### Signal wires on met1

The bar under the picture is 50 um long.
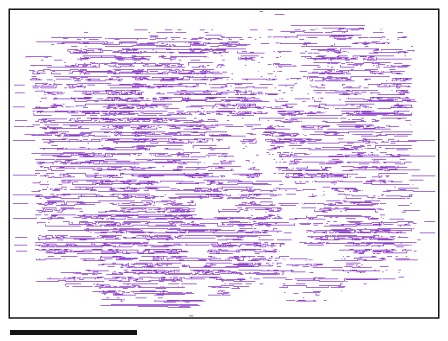
### Signal wires on met2

The bar under the picture is 50 um long.
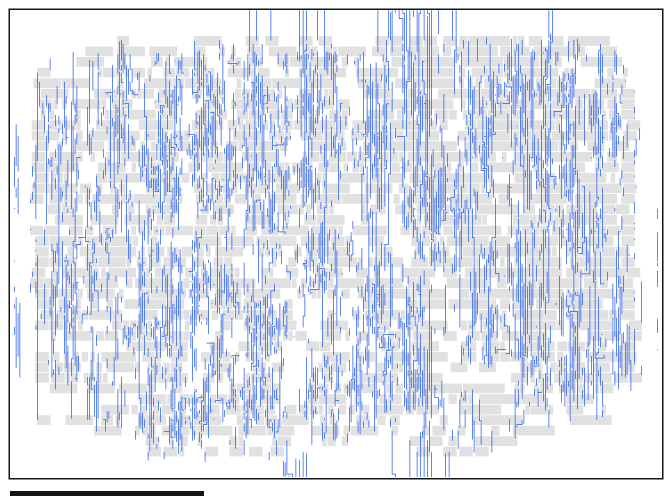
## src/rtl/rgb_fade_sequencer.sv

```systemverilog
`default_nettype none
// ============================================================================
//  Module      : rgb_fade_sequencer
//  Description : Command-driven fader for three PWM duty channels. It accepts
//                a target colour, a step delay and a hold time over a
//                valid/ready handshake, walks each duty one LSB per tick
//                toward its target, holds the result, then pulses done.
//  Revision    : 1.0  initial release
// ============================================================================
module rgb_fade_sequencer #(
    parameter int WIDTH   = 10,
    parameter int DELAY_W = 24
) (
    input  logic               clk,
    input  logic               rst,
    input  logic               cmd_valid,
    output logic               cmd_ready,
    input  logic [WIDTH-1:0]   cmd_r,
    input  logic [WIDTH-1:0]   cmd_g,
    input  logic [WIDTH-1:0]   cmd_b,
    input  logic [DELAY_W-1:0] cmd_step_delay,
    input  logic [DELAY_W-1:0] cmd_hold,
    output logic [WIDTH-1:0]   duty_r,
    output logic [WIDTH-1:0]   duty_g,
    output logic [WIDTH-1:0]   duty_b,
    output logic               busy,
    output logic               done
);

    // Sequencer states
    localparam logic [1:0] c_IDLE = 2'd0;
    localparam logic [1:0] c_FADE = 2'd1;
    localparam logic [1:0] c_HOLD = 2'd2;

    localparam int NUM_CH = 3;

    localparam logic [WIDTH-1:0]   c_W_ONE = {{(WIDTH-1){1'b0}}, 1'b1};
    localparam logic [DELAY_W-1:0] c_D_ONE = {{(DELAY_W-1){1'b0}}, 1'b1};
    localparam logic [DELAY_W-1:0] c_D_ZERO = '0;

    // Registered state
    logic [1:0]         r_state;
    logic [WIDTH-1:0]   r_duty   [NUM_CH];
    logic [WIDTH-1:0]   r_target [NUM_CH];
    logic [DELAY_W-1:0] r_delay;
    logic [DELAY_W-1:0] r_hold;
    logic [DELAY_W-1:0] r_tick;
    logic [DELAY_W-1:0] r_hold_cnt;
    logic               r_cmd_ready;
    logic               r_busy;
    logic               r_done;

    // Combinational helpers
    logic [WIDTH-1:0]   w_cmd_tgt  [NUM_CH];
    logic [WIDTH-1:0]   w_step_val [NUM_CH];
    logic [NUM_CH-1:0]  w_at_target;
    logic               w_all_at_target;
    logic [DELAY_W-1:0] w_delay_eff;
    logic [DELAY_W-1:0] w_hold_eff;
    logic               w_tick_wrap;
    logic               w_hold_last;
    logic               w_accept;

    assign w_cmd_tgt[0] = cmd_r;
    assign w_cmd_tgt[1] = cmd_g;
    assign w_cmd_tgt[2] = cmd_b;

    // A zero delay or hold is treated as a single cycle.
    assign w_delay_eff = (cmd_step_delay == c_D_ZERO) ? c_D_ONE : cmd_step_delay;
    assign w_hold_eff  = (cmd_hold == c_D_ZERO)       ? c_D_ONE : cmd_hold;

    assign w_tick_wrap     = (r_tick == (r_delay - c_D_ONE));
    assign w_hold_last     = (r_hold_cnt == (r_hold - c_D_ONE));
    assign w_all_at_target = &w_at_target;
    assign w_accept        = cmd_valid && r_cmd_ready;

    // Per-channel one-LSB move toward the latched target; never overshoots.
    generate
        for (genvar gi = 0; gi < NUM_CH; gi++) begin : g_chan
            assign w_at_target[gi] = (r_duty[gi] == r_target[gi]);
            assign w_step_val[gi]  = (r_duty[gi] < r_target[gi]) ? (r_duty[gi] + c_W_ONE) :
                                     (r_duty[gi] > r_target[gi]) ? (r_duty[gi] - c_W_ONE) :
                                                                   r_duty[gi];
        end
    endgenerate

    // Main sequencer: handshake, fade stepping, hold timing and done pulse.
    always_ff @(posedge clk) begin
        if (rst) begin
            r_state     <= c_IDLE;
            r_delay     <= '0;
            r_hold      <= '0;
            r_tick      <= '0;
            r_hold_cnt  <= '0;
            r_cmd_ready <= 1'b1;
            r_busy      <= 1'b0;
            r_done      <= 1'b0;
            for (int i = 0; i < NUM_CH; i++) begin
                r_duty[i]   <= '0;
                r_target[i] <= '0;
            end
        end else begin
            r_done <= 1'b0;
            case (r_state)
                c_IDLE: begin
                    if (w_accept) begin
                        for (int i = 0; i < NUM_CH; i++) begin
                            r_target[i] <= w_cmd_tgt[i];
                        end
                        r_delay     <= w_delay_eff;
                        r_hold      <= w_hold_eff;
                        r_tick      <= '0;
                        r_hold_cnt  <= '0;
                        r_state     <= c_FADE;
                        r_cmd_ready <= 1'b0;
                        r_busy      <= 1'b1;
                    end
                end

                c_FADE: begin
                    // Target check comes first so an already-reached colour
                    // moves to HOLD from the very first FADE cycle.
                    if (w_all_at_target) begin
                        r_state    <= c_HOLD;
                        r_tick     <= '0;
                        r_hold_cnt <= '0;
                    end else if (w_tick_wrap) begin
                        for (int i = 0; i < NUM_CH; i++) begin
                            r_duty[i] <= w_step_val[i];
                        end
                        r_tick <= '0;
                    end else begin
                        r_tick <= r_tick + c_D_ONE;
                    end
                end

                c_HOLD: begin
                    if (w_hold_last) begin
                        r_state     <= c_IDLE;
                        r_hold_cnt  <= '0;
                        r_cmd_ready <= 1'b1;
                        r_busy      <= 1'b0;
                        r_done      <= 1'b1;
                    end else begin
                        r_hold_cnt <= r_hold_cnt + c_D_ONE;
                    end
                end

                default: begin
                    r_state     <= c_IDLE;
                    r_cmd_ready <= 1'b1;
                    r_busy      <= 1'b0;
                end
            endcase
        end
    end

    assign cmd_ready = r_cmd_ready;
    assign busy      = r_busy;
    assign done      = r_done;
    assign duty_r    = r_duty[0];
    assign duty_g    = r_duty[1];
    assign duty_b    = r_duty[2];

endmodule
`default_nettype wire

```

## config.mk

```make
export PLATFORM = sky130hd
export DESIGN_NAME = rgb_fade_sequencer
export DESIGN_NICKNAME = d
export VERILOG_FILES = /design/src/rtl/rgb_fade_sequencer.sv
export SDC_FILE = /design/constraint.sdc
export NUM_CORES = 1
export LEC_CHECK = 0
export CAP_MARGIN = 10
export CORE_ASPECT_RATIO = 0.7
export CORE_MARGIN = 5
export CORE_UTILIZATION = 57
export CTS_CLUSTER_DIAMETER = 150
export DETAILED_ROUTE_END_ITERATION = 12
export PLACE_DENSITY = 0.82
export SLEW_MARGIN = 20
export SYNTH_ARGS = -nofsm -noshare
export SYNTH_HDL_FRONTEND = slang
export SYNTH_SLANG_ARGS = --single-unit
```

## constraint.sdc

```tcl
create_clock -name clk -period 4.5 [get_ports clk]
set_input_delay 0.45 -clock clk [delete_from_list [all_inputs] [get_ports clk]]
set_output_delay 0.45 -clock clk [all_outputs]
set_load 0.05 [all_outputs]
```

==> impl_metrics.py <==
# Synthesis and PnR figures
metrics = {
    "worst_setup_path": {
        "crit_path_end_kind": "flip-flop",
        "start_kind": "flip-flop",
        "rr_worst_depth": 11,
        "cp_slowest_stage_delay_ns": 0.78,
        "critical_path.cell_chain": "inv_1 -> ha_1 -> nor3b_1 -> nor3b_1 -> a311oi_1 -> a22o_1 -> a2111oi_2 -> nand4_1 -> or4b_1 -> a21oi_1 -> or2_2",
        "crit_slowest_cell": "or4b_1",
        "worstPathMaxFanout": 13,
        "worst-r2r-setup-slack_ns": 0.47,
    },
    "yosys": {
        "yosysCellCount": 1164,
        "yosysSeqAreaShare": 0.382,
        "yosysUniqueCellTypes": 74,
        "ys_warn_count": 0,
        "yosys.area_share.adder": 0.0785,
        "fp_nets": 1306,
        "muxShareOfSynthArea": 0.0150,
        "flop_cell": "dfxtp_1",
    },
    "power": {
        "p_per_area_nw_per_um2": 339,
        "switching_share": 0.297,
        "leakagePower_nw": 4.66,
        "p_clk_w": 0.00142,
        "total_power_w": 0.00403,
        "power_leader": "registers",
        "powerSeq_w": 0.00166,
        "power.switching_w": 0.00120,
    },
    "floorplanning": {
        "die_x_um": 168,
        "io_pins": 114,
        "fp-utilization": 0.581,
    },
    "clock_tree": {
        "h-tree-depth": 4,
        "clkSinkCount": 161,
        "cts_tree": "yes",
        "postCtsSetupBuffers": 0,
        "cts_made_buffers": 17,
    },
    "place": {
        "place_ws_ns": 0.516,
        "placed_area_um2": 11300,
        "dp_cells": 1468,
    },
    "finish": {
        "insertedDiodeCount": 0,
    },
    "routing": {
        "route.detailed.drc": 0,
    },
    "timing": {
        "worst_pin_slew_ns": 0.917,
        "finalClockSkew_ns": 0.0109,
        "setup_viol": 0,
        "timing.hold.ws_ns": 0.471,
        "fin_tns_setup_ns": 0,
    },
    "global_routing": {
        "met1_usage": 0.364,
        "grt_util_met3": 0.0501,
        "top_usage_layer": "met2",
        "grt_pass1_wl_um": 41100,
    },
    "outcome": {
        "status": "finished, final reports clean",
    },
    "job": {
        "max_cap_violations": 0,
        "log.warning_count": 26,
    },
}
About 'Signal wires on met1':
- share of all routed wire: 49%
- nets with wire on the layer: 1292
- wire length on this layer: 12200 um
routed wire length: 25200 um
via count: 8773

About 'Signal wires on met2':
- wire length on this layer: 10700 um
- longest straight run: 53.0 um
met2 Track Usage GR: 0.373

[logic make-up (layout without fill, tap and decap cells)]
logic type | Yosys count | after routing
adder cells (fa/ha/maj) | 61 | 61
AND/OR/NAND/NOR | 500 | 500
multiplexers | 15 | 15
flip-flops | 161 | 161
XOR/XNOR | 96 | 96
buffers and inverters | 112 | 217
AND-OR/OR-AND | 219 | 219
[per-layer routing]
layer  vias to the layer above  wire [um]
met5                         -          0
met4                         0        279
met3                        23       1960
met2                       316      10700
met1                      4110      12200
li1                       4324          -
[worst max-delay path, delay by kind of cell (launching register included)]
family / cells / cell delay (ns)
flops: 1 / 0.35
buf+inv: 1 / 0.10
compound gates: 4 / 0.86
simple gates: 5 / 2.23
fa+ha+maj: 1 / 0.17
[synthesized netlist by cell type (4+ instances only)]
cell        n
inv_1      56
buf_2       6
nand3b_1    4
o21ai_0    34
nand4_1    27
ha_1       58
or3_1       6
a21o_1     19
and3_1     20
buf_1       6
xnor2_1    51
xor2_1     45
a21oi_1    90
or2_2       5
edfxtp_1   60
nand3_1    41
nand4b_1    5
clkbuf_1   42
dfxtp_1   101
nor2_1     93
and4_1      8
nand2_1   141
nor4_2      4
a31oi_1    16
nand2b_1   16
nor3b_1     5
nor4_1     20
o22ai_1     4
and2_1     36
a211oi_1    7
nor3_1     31
o31ai_1     5
o21a_1      8
mux2i_1    15
nor2b_1    17
[worst max path at each step]
stage / slack, ns / cells past startpoint / from / endpoint
floorplan: 0.36 / 18 / r_duty[0][0]$_SDFFCE_PN0P_ / r_duty[0][9]$_SDFFCE_PN0P_
global placement: 0.63 / 11 / r_delay[0]$_SDFFE_PP0P_ / r_duty[0][15]$_SDFFCE_PN0P_
detailed placement: 0.52 / 11 / r_delay[0]$_SDFFE_PP0P_ / r_duty[0][10]$_SDFFCE_PN0P_
CTS: 0.51 / 11 / r_delay[0]$_SDFFE_PP0P_ / r_duty[0][15]$_SDFFCE_PN0P_
global route: 0.10 / 11 / r_delay[0]$_SDFFE_PP0P_ / r_duty[0][28]$_SDFFCE_PN0P_
finish: 0.47 / 11 / r_delay[0]$_SDFFE_PP0P_ / r_duty[0][23]$_SDFFCE_PN0P_
[placed cells by master (no fill, tap or decap), drive strengths merged, types with 17 or more instances in the layout]
| cell type | synthesis | routed |
|---|---|---|
| a21o | 19 | 19 |
| a21oi | 90 | 90 |
| and2 | 36 | 36 |
| and3 | 20 | 20 |
| buf | 14 | 17 |
| clkbuf | 42 | 25 |
| clkdlybuf4s50 | 0 | 112 |
| dfxtp | 101 | 101 |
| edfxtp | 60 | 60 |
| ha | 58 | 58 |
| inv | 56 | 58 |
| nand2 | 141 | 141 |
| nand3 | 41 | 41 |
| nand4 | 28 | 28 |
| nor2 | 93 | 93 |
| nor2b | 17 | 17 |
| nor3 | 34 | 34 |
| nor4 | 25 | 25 |
| o21ai | 35 | 35 |
| xnor2 | 51 | 51 |
| xor2 | 45 | 45 |
[area by class of cell]
cell class,instances,area (um^2)
clock buffers,25,499
clock inverters,7,72.6
fillers,1430,5330
inverters,56,210
multi-input cells,891,5750
flip-flops and latches,161,3820
well taps,231,289
repair buffers,129,1250
Power and IR drop assume default switching activity.
